==> src/rtl/alu_mc.sv <==
// Multi-cycle execute-stage ALU: single-cycle logic/arith/compare, iterative MULU/DIVU.
// Define ALU_MC_DIV_EN to build the restoring divider; otherwise op 8 is illegal.
module alu_mc #(
  parameter int WIDTH = 32
) (
  input  logic             clk,
  input  logic             rst_n,
  input  logic             in_valid,
  output logic             in_ready,
  input  logic [3:0]       op,
  input  logic [WIDTH-1:0] a,
  input  logic [WIDTH-1:0] b,
  output logic             out_valid,
  input  logic             out_ready,
  output logic [WIDTH-1:0] result,
  output logic [WIDTH-1:0] result_hi,
  output logic             zero,
  output logic             ovf,
  output logic             err
);

  // state  | meaning
  // IDLE   | no result held, ready for an operation
  // BUSY   | MULU/DIVU iterating, one bit per cycle
  // DONE   | result registers hold an unconsumed result
  localparam logic [1:0] S_IDLE = 2'd0;
  localparam logic [1:0] S_BUSY = 2'd1;
  localparam logic [1:0] S_DONE = 2'd2;

  localparam logic [3:0] OP_AND  = 4'd0;
  localparam logic [3:0] OP_OR   = 4'd1;
  localparam logic [3:0] OP_NOR  = 4'd2;
  localparam logic [3:0] OP_SLT  = 4'd3;
  localparam logic [3:0] OP_ADD  = 4'd4;
  localparam logic [3:0] OP_SUB  = 4'd5;
  localparam logic [3:0] OP_SLTU = 4'd6;
  localparam logic [3:0] OP_MULU = 4'd7;
`ifdef ALU_MC_DIV_EN
  localparam logic [3:0] OP_DIVU = 4'd8;
`endif

  localparam int CW = $clog2(WIDTH);

  logic [1:0]       state;
  logic [CW-1:0]    cnt;
  logic [WIDTH-1:0] work_hi;
  logic [WIDTH-1:0] work_lo;
  logic [WIDTH-1:0] work_b;
  logic             accept;

  logic [WIDTH-1:0] sum;
  logic [WIDTH-1:0] diff;
  logic [WIDTH-1:0] sc_res;
  logic [WIDTH-1:0] sc_hi;
  logic             sc_ovf;
  logic             sc_err;
  logic             sc_long;

  logic [WIDTH:0]   mul_sum;
  logic [WIDTH-1:0] step_hi;
  logic [WIDTH-1:0] step_lo;

  assign in_ready = (state == S_IDLE) || ((state == S_DONE) && out_ready);
  assign accept   = in_valid && in_ready;
  assign sum      = a + b;
  assign diff     = a - b;

  always_comb begin
    sc_res  = '0;
    sc_hi   = '0;
    sc_ovf  = 1'b0;
    sc_err  = 1'b0;
    sc_long = 1'b0;
    case (op)
      OP_AND:  sc_res = a & b;
      OP_OR:   sc_res = a | b;
      OP_NOR:  sc_res = ~(a | b);
      OP_SLT:  sc_res = {{(WIDTH-1){1'b0}}, ($signed(a) < $signed(b))};
      OP_ADD: begin
        sc_res = sum;
        sc_ovf = (a[WIDTH-1] == b[WIDTH-1]) && (sum[WIDTH-1] != a[WIDTH-1]);
      end
      OP_SUB: begin
        sc_res = diff;
        sc_ovf = (a[WIDTH-1] != b[WIDTH-1]) && (diff[WIDTH-1] != a[WIDTH-1]);
      end
      OP_SLTU: sc_res = {{(WIDTH-1){1'b0}}, (a < b)};
      OP_MULU: sc_long = 1'b1;
`ifdef ALU_MC_DIV_EN
      OP_DIVU: begin
        if (b == '0) begin
          sc_res = '1;
          sc_hi  = a;
          sc_err = 1'b1;
        end else begin
          sc_long = 1'b1;
        end
      end
`endif
      default: sc_err = 1'b1;
    endcase
  end

  // Shift-add: conditionally add multiplicand to the high half, then shift the pair right.
  assign mul_sum = {1'b0, work_hi} + ({1'b0, work_b} & {(WIDTH+1){work_lo[0]}});

`ifdef ALU_MC_DIV_EN
  logic           is_div;
  logic [WIDTH:0] trial;

  // Restoring step: work_hi is the partial remainder, work_lo shifts dividend out / quotient in.
  assign trial = {work_hi, work_lo[WIDTH-1]} - {1'b0, work_b};

  always_comb begin
    step_hi = mul_sum[WIDTH:1];
    step_lo = {mul_sum[0], work_lo[WIDTH-1:1]};
    if (is_div) begin
      if (!trial[WIDTH]) begin
        step_hi = trial[WIDTH-1:0];
        step_lo = {work_lo[WIDTH-2:0], 1'b1};
      end else begin
        step_hi = {work_hi[WIDTH-2:0], work_lo[WIDTH-1]};
        step_lo = {work_lo[WIDTH-2:0], 1'b0};
      end
    end
  end

  always_ff @(posedge clk or negedge rst_n) begin
    if (!rst_n) begin
      is_div <= 1'b0;
    end else if (accept) begin
      is_div <= (op == OP_DIVU);
    end
  end
`else
  always_comb begin
    step_hi = mul_sum[WIDTH:1];
    step_lo = {mul_sum[0], work_lo[WIDTH-1:1]};
  end
`endif

  always_ff @(posedge clk or negedge rst_n) begin
    if (!rst_n) begin
      state     <= S_IDLE;
      cnt       <= '0;
      work_hi   <= '0;
      work_lo   <= '0;
      work_b    <= '0;
      out_valid <= 1'b0;
      result    <= '0;
      result_hi <= '0;
      zero      <= 1'b0;
      ovf       <= 1'b0;
      err       <= 1'b0;
    end else begin
      case (state)
        S_BUSY: begin
          work_hi <= step_hi;
          work_lo <= step_lo;
          if (cnt == '0) begin
            state     <= S_DONE;
            out_valid <= 1'b1;
            result    <= step_lo;
            result_hi <= step_hi;
            zero      <= (step_lo == '0);
            ovf       <= 1'b0;
            err       <= 1'b0;
          end else begin
            cnt <= cnt - 1'b1;
          end
        end
        default: begin
          if (accept) begin
            if (sc_long) begin
              state     <= S_BUSY;
              cnt       <= CW'(WIDTH - 1);
              work_hi   <= '0;
              work_lo   <= a;
              work_b    <= b;
              out_valid <= 1'b0;
            end else begin
              state     <= S_DONE;
              out_valid <= 1'b1;
              result    <= sc_res;
              result_hi <= sc_hi;
              zero      <= (sc_res == '0);
              ovf       <= sc_ovf;
              err       <= sc_err;
            end
          end else if ((state == S_DONE) && out_ready) begin
            state     <= S_IDLE;
            out_valid <= 1'b0;
          end
        end
      endcase
    end
  end

endmodule
==> config.mk <==
export PLATFORM = sky130hd
export DESIGN_NAME = alu_mc
export DESIGN_NICKNAME = d
export VERILOG_FILES = /design/src/rtl/alu_mc.sv
export SDC_FILE = /design/constraint.sdc
export NUM_CORES = 1
export LEC_CHECK = 0
export CAP_MARGIN = 0
export CORE_MARGIN = 3
export CORE_UTILIZATION = 59
export CTS_CLUSTER_DIAMETER = 50
export DETAILED_ROUTE_END_ITERATION = 10
export GPL_TIMING_DRIVEN = 0
export MAX_ROUTING_LAYER = met4
export PLACE_DENSITY_LB_ADDON = 0.15
export SLEW_MARGIN = 5
export SYNTH_ARGS = -nofsm -noshare
export SYNTH_HDL_FRONTEND = slang
export SYNTH_SLANG_ARGS = --single-unit
==> constraint.sdc <==
create_clock -name clk -period 3.7 [get_ports clk]
set_clock_uncertainty 0.2 [all_clocks]
set_input_delay 0.37 -clock clk [delete_from_list [all_inputs] [get_ports clk]]
set_output_delay 0.37 -clock clk [all_outputs]
set_load 0.05 [all_outputs]
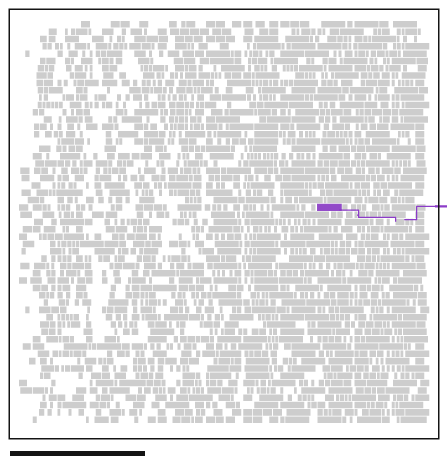
Figure 1: port wiring.
The bar under the picture is 50 um long.
Key: err = purple [direction output, edge east, end cells 1, buffers 1, wire 43.2 um]
IO Port Bufs: 138
IO Count: 141

==> results.txt <==
run results: status=finished, violations left, failing checks=negative setup slack, yosys cell count=1761, Worst Hold Class=input pin to flop, Util after Layout=between 70% and 80%, yosys synthesis chip area=around 0.014 mm^2, Most Crowded Layer GR=met2, drt wl/cell=23.8 um, cell with the most instances after synthesis=nand2_1, Slew @ Worst Pin=0.905 ns, Tmin final=a little under 4 ns, met1 Use GR=52.2%, Top delay family on crit path=AND-OR/OR-AND gates, Seq area share=about a quarter, Comb area share=54.8%, Top cell area share=a little under a third, pre-CTS WS=-1.45 ns, # clk buffers=21, gr ovfl total=0, area leader, netlist=dfrtp_1, Max Root-Sink Buffers=2, CTS tree=done, Floorplan Nets=1969, initial drt markers=2375, final setup vio count=2, leakage power=7.78 nW, FP Util=around three fifths, worst r2r dst=zero, CP max-delay cell=a211o_1, Ys Warns=0, crit path kind=input pin to flop, Reg2Reg Depth=11, Post-Synthesis Cells=1761, Non-clock inverters=117, vias post-DR=15400, final net count=2161, Top cell excl fill/tap=nand2_1, clock-pin slew on the worst setup and hold paths=0.07 ns, antenna violations before repair=4, Slew Viols, Final=0, flops out of synthesis=roughly 170, worst hold stages=3, EDFF count, synth=0, dominant class by area=multi-input combinational cells, worst-path cell chain=buf_2 > inv_1 > ha_2 > inv_1 > fa_2 > nand2b_1 > a211o_1 > buf_4 > a211o_1 > and3_1 > a211o_1 > a21oi_1 > and4_1 > nand4_1 > a2111oi_4 > nand4_1 > o31ai_2, Setup crit start=a[0], first-pass GRT wire length=roughly 80000 um, final setup margin=-0.238 ns, met3 Usage GRT=8.51%, diode count=4, logic area=0.00953 mm^2, clk_lat worst skew=0.43 ns, clk sink count=170, crit path to=zero, Most common reg cell=dfrtp_1, crit-path max FO=3, syn_area_per_cell=7.84 um^2, Critical Path Stages=17, RR Startpoint=cnt[0], Via-to-Cell Ratio=6.74
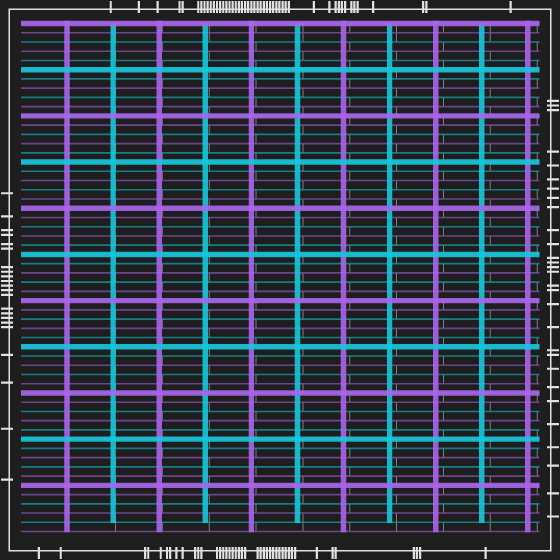
Figure 2: power grid.
Pins as bars on the die edge. Tap cells in gray.
Key: VSS = purple; VDD = cyan
141 signal pins sit on the boundary. 56 met1 rails follow the rows.
CORE AREA: 0.0228 mm^2
die width: 159 um
Max VDD drop: 0.000489 V

routing by layer:
metal	share of wire (%)	up-vias	routed length (um)
met5	0	-	0
met4	6.6	0	3600
met3	11	300	6160
met2	45	1200	24400
met1	37	7221	20200
li1	-	6669	-
power by group:
| part | internal [mW] | total (mW) | switching [mW] | leakage, nW |
|---|---|---|---|---|
| logic | 2.32 | 6.52 | 4.20 | 5.35 |
| clock network | 1.08 | 1.84 | 0.763 | 0.302 |
| registers | 2.65 | 3.35 | 0.697 | 2.12 |
registers in the layout, summed over array words and instances, names as in the netlist:
| register | cells |
|---|---|
| ovf | 1 |
| work_b | 32 |
| cnt | 5 |
| work_hi | 32 |
| zero | 1 |
| result | 32 |
| result_hi | 32 |
| work_lo | 32 |
| err | 1 |
| state | 2 |
Power is estimated from default activity; no workload was simulated.
